### Gate families picked out

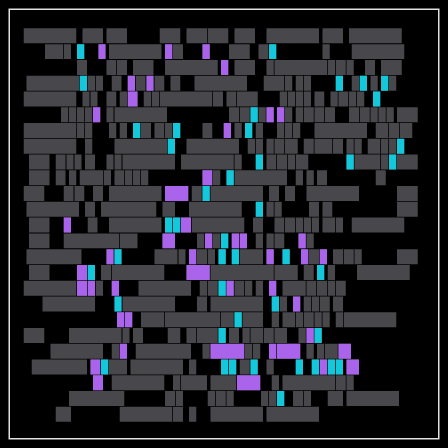
### I/O pins on the die edge

Bar = 20 um. Pins as bars across the die edge, other pins in gray.
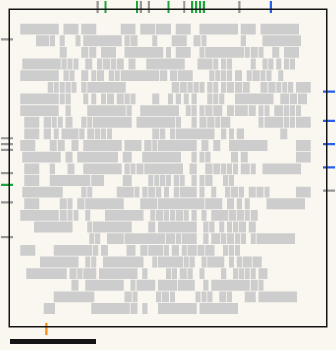
### Close-up of the layout

Bar = 5 um. Window x 27 to 47, y 42 to 62 um. Cells in gray, sequential cells in the stronger gray; small squares are vias.
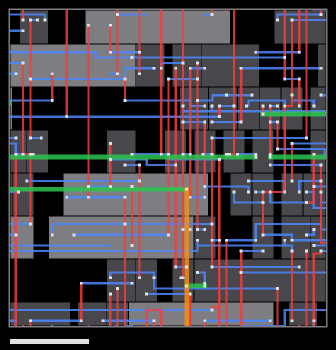
### Clock nets

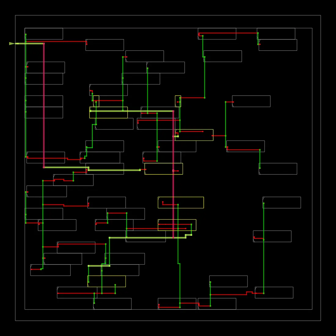
--- config.mk ---
export PLATFORM = sky130hd
export DESIGN_NAME = i2c_csr_bridge
export DESIGN_NICKNAME = d
export VERILOG_FILES = /design/src/rtl/i2c_csr_bridge_pkg.sv /design/src/rtl/i2c_csr_bridge_line_filter.sv /design/src/rtl/i2c_csr_bridge.sv
export SDC_FILE = /design/constraint.sdc
export NUM_CORES = 1
export LEC_CHECK = 0
export ABC_AREA = 1
export CORE_MARGIN = 2
export CORE_UTILIZATION = 55
export CTS_BUF_LIST = sky130_fd_sc_hd__clkbuf_16
export DETAILED_ROUTE_END_ITERATION = 10
export PLACE_DENSITY = 0.77
export SLEW_MARGIN = 20
export SYNTH_ARGS = -nofsm -noshare
export SYNTH_HDL_FRONTEND = slang
export SYNTH_SLANG_ARGS = --single-unit
--- constraint.sdc ---
create_clock -name clk -period 4.25 [get_ports clk]
set_input_delay 0.85 -clock clk [delete_from_list [all_inputs] [get_ports clk]]
set_output_delay 0.85 -clock clk [all_outputs]
set_load 0.02 [all_outputs]
--- src/rtl/i2c_csr_bridge_pkg.sv ---
`timescale 1ns/1ps
`default_nettype none
// ----------------------------------------------------------------------------
// i2c_csr_pkg : shared types and widths for the I2C-to-CSR bridge
// Rev 1.0
// ----------------------------------------------------------------------------
package i2c_csr_pkg;

  localparam int CSR_AW = 5;
  localparam int CSR_DW = 8;

  typedef enum logic [3:0] {
    IDLE     = 4'd0,
    ADDR     = 4'd1,
    ADDR_ACK = 4'd2,
    PTR      = 4'd3,
    WR_DATA  = 4'd4,
    WR_ACK   = 4'd5,
    RD_DATA  = 4'd6,
    RD_ACK   = 4'd7,
    IGNORE   = 4'd8
  } state_e;

endpackage
`default_nettype wire

--- src/rtl/i2c_csr_bridge_line_filter.sv ---
`timescale 1ns/1ps
`default_nettype none
// ----------------------------------------------------------------------------
// i2c_line_filter : 2-FF synchronizer, glitch filter and edge pulses for one line
// Rev 1.0
// ----------------------------------------------------------------------------
module i2c_line_filter #(
  parameter int FILTER_LEN = 3
) (
  input  logic clk,
  input  logic rst_n,
  input  logic pin_i,
  output logic level_o,
  output logic rise_o,
  output logic fall_o
);

  localparam int CW = $clog2(FILTER_LEN + 1);

  logic [1:0]    sync_q;
  logic          level_q;
  logic          rise_q;
  logic          fall_q;
  logic [CW-1:0] cnt_q;

  // A new level is accepted only after FILTER_LEN consecutive differing samples.
  always_ff @(posedge clk or negedge rst_n) begin
    if (!rst_n) begin
      sync_q  <= 2'b11;
      level_q <= 1'b1;
      rise_q  <= 1'b0;
      fall_q  <= 1'b0;
      cnt_q   <= '0;
    end else begin
      sync_q <= {sync_q[0], pin_i};
      rise_q <= 1'b0;
      fall_q <= 1'b0;
      if (sync_q[1] == level_q) begin
        cnt_q <= '0;
      end else if (cnt_q == CW'(FILTER_LEN - 1)) begin
        level_q <= sync_q[1];
        rise_q  <= sync_q[1];
        fall_q  <= ~sync_q[1];
        cnt_q   <= '0;
      end else begin
        cnt_q <= cnt_q + CW'(1);
      end
    end
  end

  assign level_o = level_q;
  assign rise_o  = rise_q;
  assign fall_o  = fall_q;

endmodule
`default_nettype wire

--- src/rtl/i2c_csr_bridge.sv ---
`timescale 1ns/1ps
`default_nettype none
// ----------------------------------------------------------------------------
// i2c_csr_bridge : I2C target that masters the CSR bus with an auto-incrementing pointer
// Rev 1.0
// ----------------------------------------------------------------------------
module i2c_csr_bridge
  import i2c_csr_pkg::*;
#(
  parameter logic [6:0] I2C_ADDR   = 7'h4a,
  parameter int         FILTER_LEN = 3
) (
  input  logic              clk,
  input  logic              rst_n,
  input  logic              scl_i,
  input  logic              sda_i,
  output logic              sda_oe,
  output logic [CSR_AW-1:0] csr_a,
  output logic [CSR_DW-1:0] csr_di,
  output logic              csr_we,
  input  logic [CSR_DW-1:0] csr_do
);

  logic scl_lvl, scl_rise, scl_fall;
  logic sda_lvl, sda_rise, sda_fall;

  i2c_line_filter #(.FILTER_LEN(FILTER_LEN)) u_scl_filt (
    .clk     (clk),
    .rst_n   (rst_n),
    .pin_i   (scl_i),
    .level_o (scl_lvl),
    .rise_o  (scl_rise),
    .fall_o  (scl_fall)
  );

  i2c_line_filter #(.FILTER_LEN(FILTER_LEN)) u_sda_filt (
    .clk     (clk),
    .rst_n   (rst_n),
    .pin_i   (sda_i),
    .level_o (sda_lvl),
    .rise_o  (sda_rise),
    .fall_o  (sda_fall)
  );

  logic w_start, w_stop;
  assign w_start = sda_fall & scl_lvl;
  assign w_stop  = sda_rise & scl_lvl;

  state_e            state_q;
  logic [2:0]        bitcnt_q;
  logic [CSR_DW-1:0] shift_q;
  logic              byte_done_q;
  logic              rw_q;
  logic              mack_q;
  logic [CSR_AW-1:0] ptr_q;
  logic [CSR_DW-1:0] csr_di_q;
  logic              csr_we_q;
  logic              sda_oe_q;

  logic [CSR_DW-1:0] w_byte;
  assign w_byte = {shift_q[CSR_DW-2:0], sda_lvl};

  // Received bytes complete on the 8th SCL rise; the ACK/next-state decision
  // waits for the following SCL fall so sda_oe only ever moves while SCL is low.
  always_ff @(posedge clk or negedge rst_n) begin
    if (!rst_n) begin
      state_q     <= IDLE;
      bitcnt_q    <= '0;
      shift_q     <= '0;
      byte_done_q <= 1'b0;
      rw_q        <= 1'b0;
      mack_q      <= 1'b1;
      ptr_q       <= '0;
      csr_di_q    <= '0;
      csr_we_q    <= 1'b0;
      sda_oe_q    <= 1'b0;
    end else begin
      csr_we_q <= 1'b0;
      if (csr_we_q) ptr_q <= ptr_q + CSR_AW'(1);

      if (w_start) begin
        state_q     <= ADDR;
        bitcnt_q    <= '0;
        byte_done_q <= 1'b0;
        sda_oe_q    <= 1'b0;
      end else if (w_stop) begin
        state_q     <= IDLE;
        bitcnt_q    <= '0;
        byte_done_q <= 1'b0;
        sda_oe_q    <= 1'b0;
      end else if (scl_rise) begin
        case (state_q)
          ADDR, PTR, WR_DATA: begin
            shift_q  <= w_byte;
            bitcnt_q <= bitcnt_q + 3'd1;
            if (bitcnt_q == 3'd7) begin
              byte_done_q <= 1'b1;
              if (state_q == PTR) ptr_q <= w_byte[CSR_AW-1:0];
              if (state_q == WR_DATA) begin
                csr_di_q <= w_byte;
                csr_we_q <= 1'b1;
              end
            end
          end
          RD_DATA: begin
            bitcnt_q <= bitcnt_q + 3'd1;
            if (bitcnt_q == 3'd7) byte_done_q <= 1'b1;
          end
          RD_ACK:  mack_q <= sda_lvl;
          default: ;
        endcase
      end else if (scl_fall) begin
        case (state_q)
          ADDR: begin
            if (byte_done_q) begin
              byte_done_q <= 1'b0;
              if (shift_q[7:1] == I2C_ADDR) begin
                state_q  <= ADDR_ACK;
                sda_oe_q <= 1'b1;
                rw_q     <= shift_q[0];
              end else begin
                state_q <= IGNORE;
              end
            end
          end
          PTR, WR_DATA: begin
            if (byte_done_q) begin
              byte_done_q <= 1'b0;
              sda_oe_q    <= 1'b1;
              state_q     <= WR_ACK;
            end
          end
          WR_ACK: begin
            sda_oe_q <= 1'b0;
            state_q  <= WR_DATA;
          end
          RD_DATA: begin
            if (byte_done_q) begin
              byte_done_q <= 1'b0;
              sda_oe_q    <= 1'b0;
              state_q     <= RD_ACK;
            end else begin
              shift_q  <= {shift_q[CSR_DW-2:0], 1'b0};
              sda_oe_q <= ~shift_q[CSR_DW-2];
            end
          end
          ADDR_ACK, RD_ACK: begin
            // Read byte is captured here; later CSR changes do not alter it.
            if ((state_q == ADDR_ACK && rw_q) || (state_q == RD_ACK && !mack_q)) begin
              shift_q  <= csr_do;
              sda_oe_q <= ~csr_do[CSR_DW-1];
              ptr_q    <= ptr_q + CSR_AW'(1);
              bitcnt_q <= '0;
              state_q  <= RD_DATA;
            end else begin
              sda_oe_q <= 1'b0;
              state_q  <= (state_q == ADDR_ACK) ? PTR : IGNORE;
            end
          end
          default: ;
        endcase
      end
    end
  end

  assign sda_oe = sda_oe_q;
  assign csr_a  = ptr_q;
  assign csr_di = csr_di_q;
  assign csr_we = csr_we_q;

endmodule
`default_nettype wire
==> results.txt <==
impl run done, here's what came out: highest metal used met4, outcome completed, Setup TNS 0 ns, tap cells 67, total grt overflow 0, Setup CP Type register to output port, Adder Share, Synth 1.400%, DRC violations left 0, drt first pass iters 4, crit path time final 2.284 ns, CTS tree done, final hold violation count 0, Buffers, non-clock 26, worst vdd ir 313.6 uV, placed cell count 451, I/O Pins 27, Post-synth regs 47, GRT met1 Usage 31.43%, Logic inverters 43, Core ar. 4723 um^2, final net count roughly 410, final period utilization 53.75%, clock-cell share of area 5.161%
Notes on 'Gate families picked out' above:
Key: purple = NOR gates [cells 46]; cyan = inverters [cells 43]
Top cell excl fill/tap: nand2_1
final cell count without fillers: 459

Notes on 'I/O pins on the die edge' above:
Key: blue = csr_a [pins 5, direction output, edge 4 east, 1 north]; green = csr_di [pins 8, direction output, edge 7 north, 1 west]; orange = rst_n [pins 1, direction input, edge south]
die height: 73.82 um
I/O Buffers: 26
Chip Width: 73.82 um

Notes on 'Close-up of the layout' above:
Key: red = met2; blue = met1; orange = met4; green = met3
Sequential cells in the window: 5. Netlist names of flops here include csr_di (3). 41 logic cells have their middle in the window. Most frequent: nand2_1 (9), inv_1 (7), a21oi_1 (6).

Notes on 'Clock nets' above:
clock sinks: 47
clk pwr: 0.000436 W
Num CTS Buffers: 5

Power and IR drop assume default switching activity.
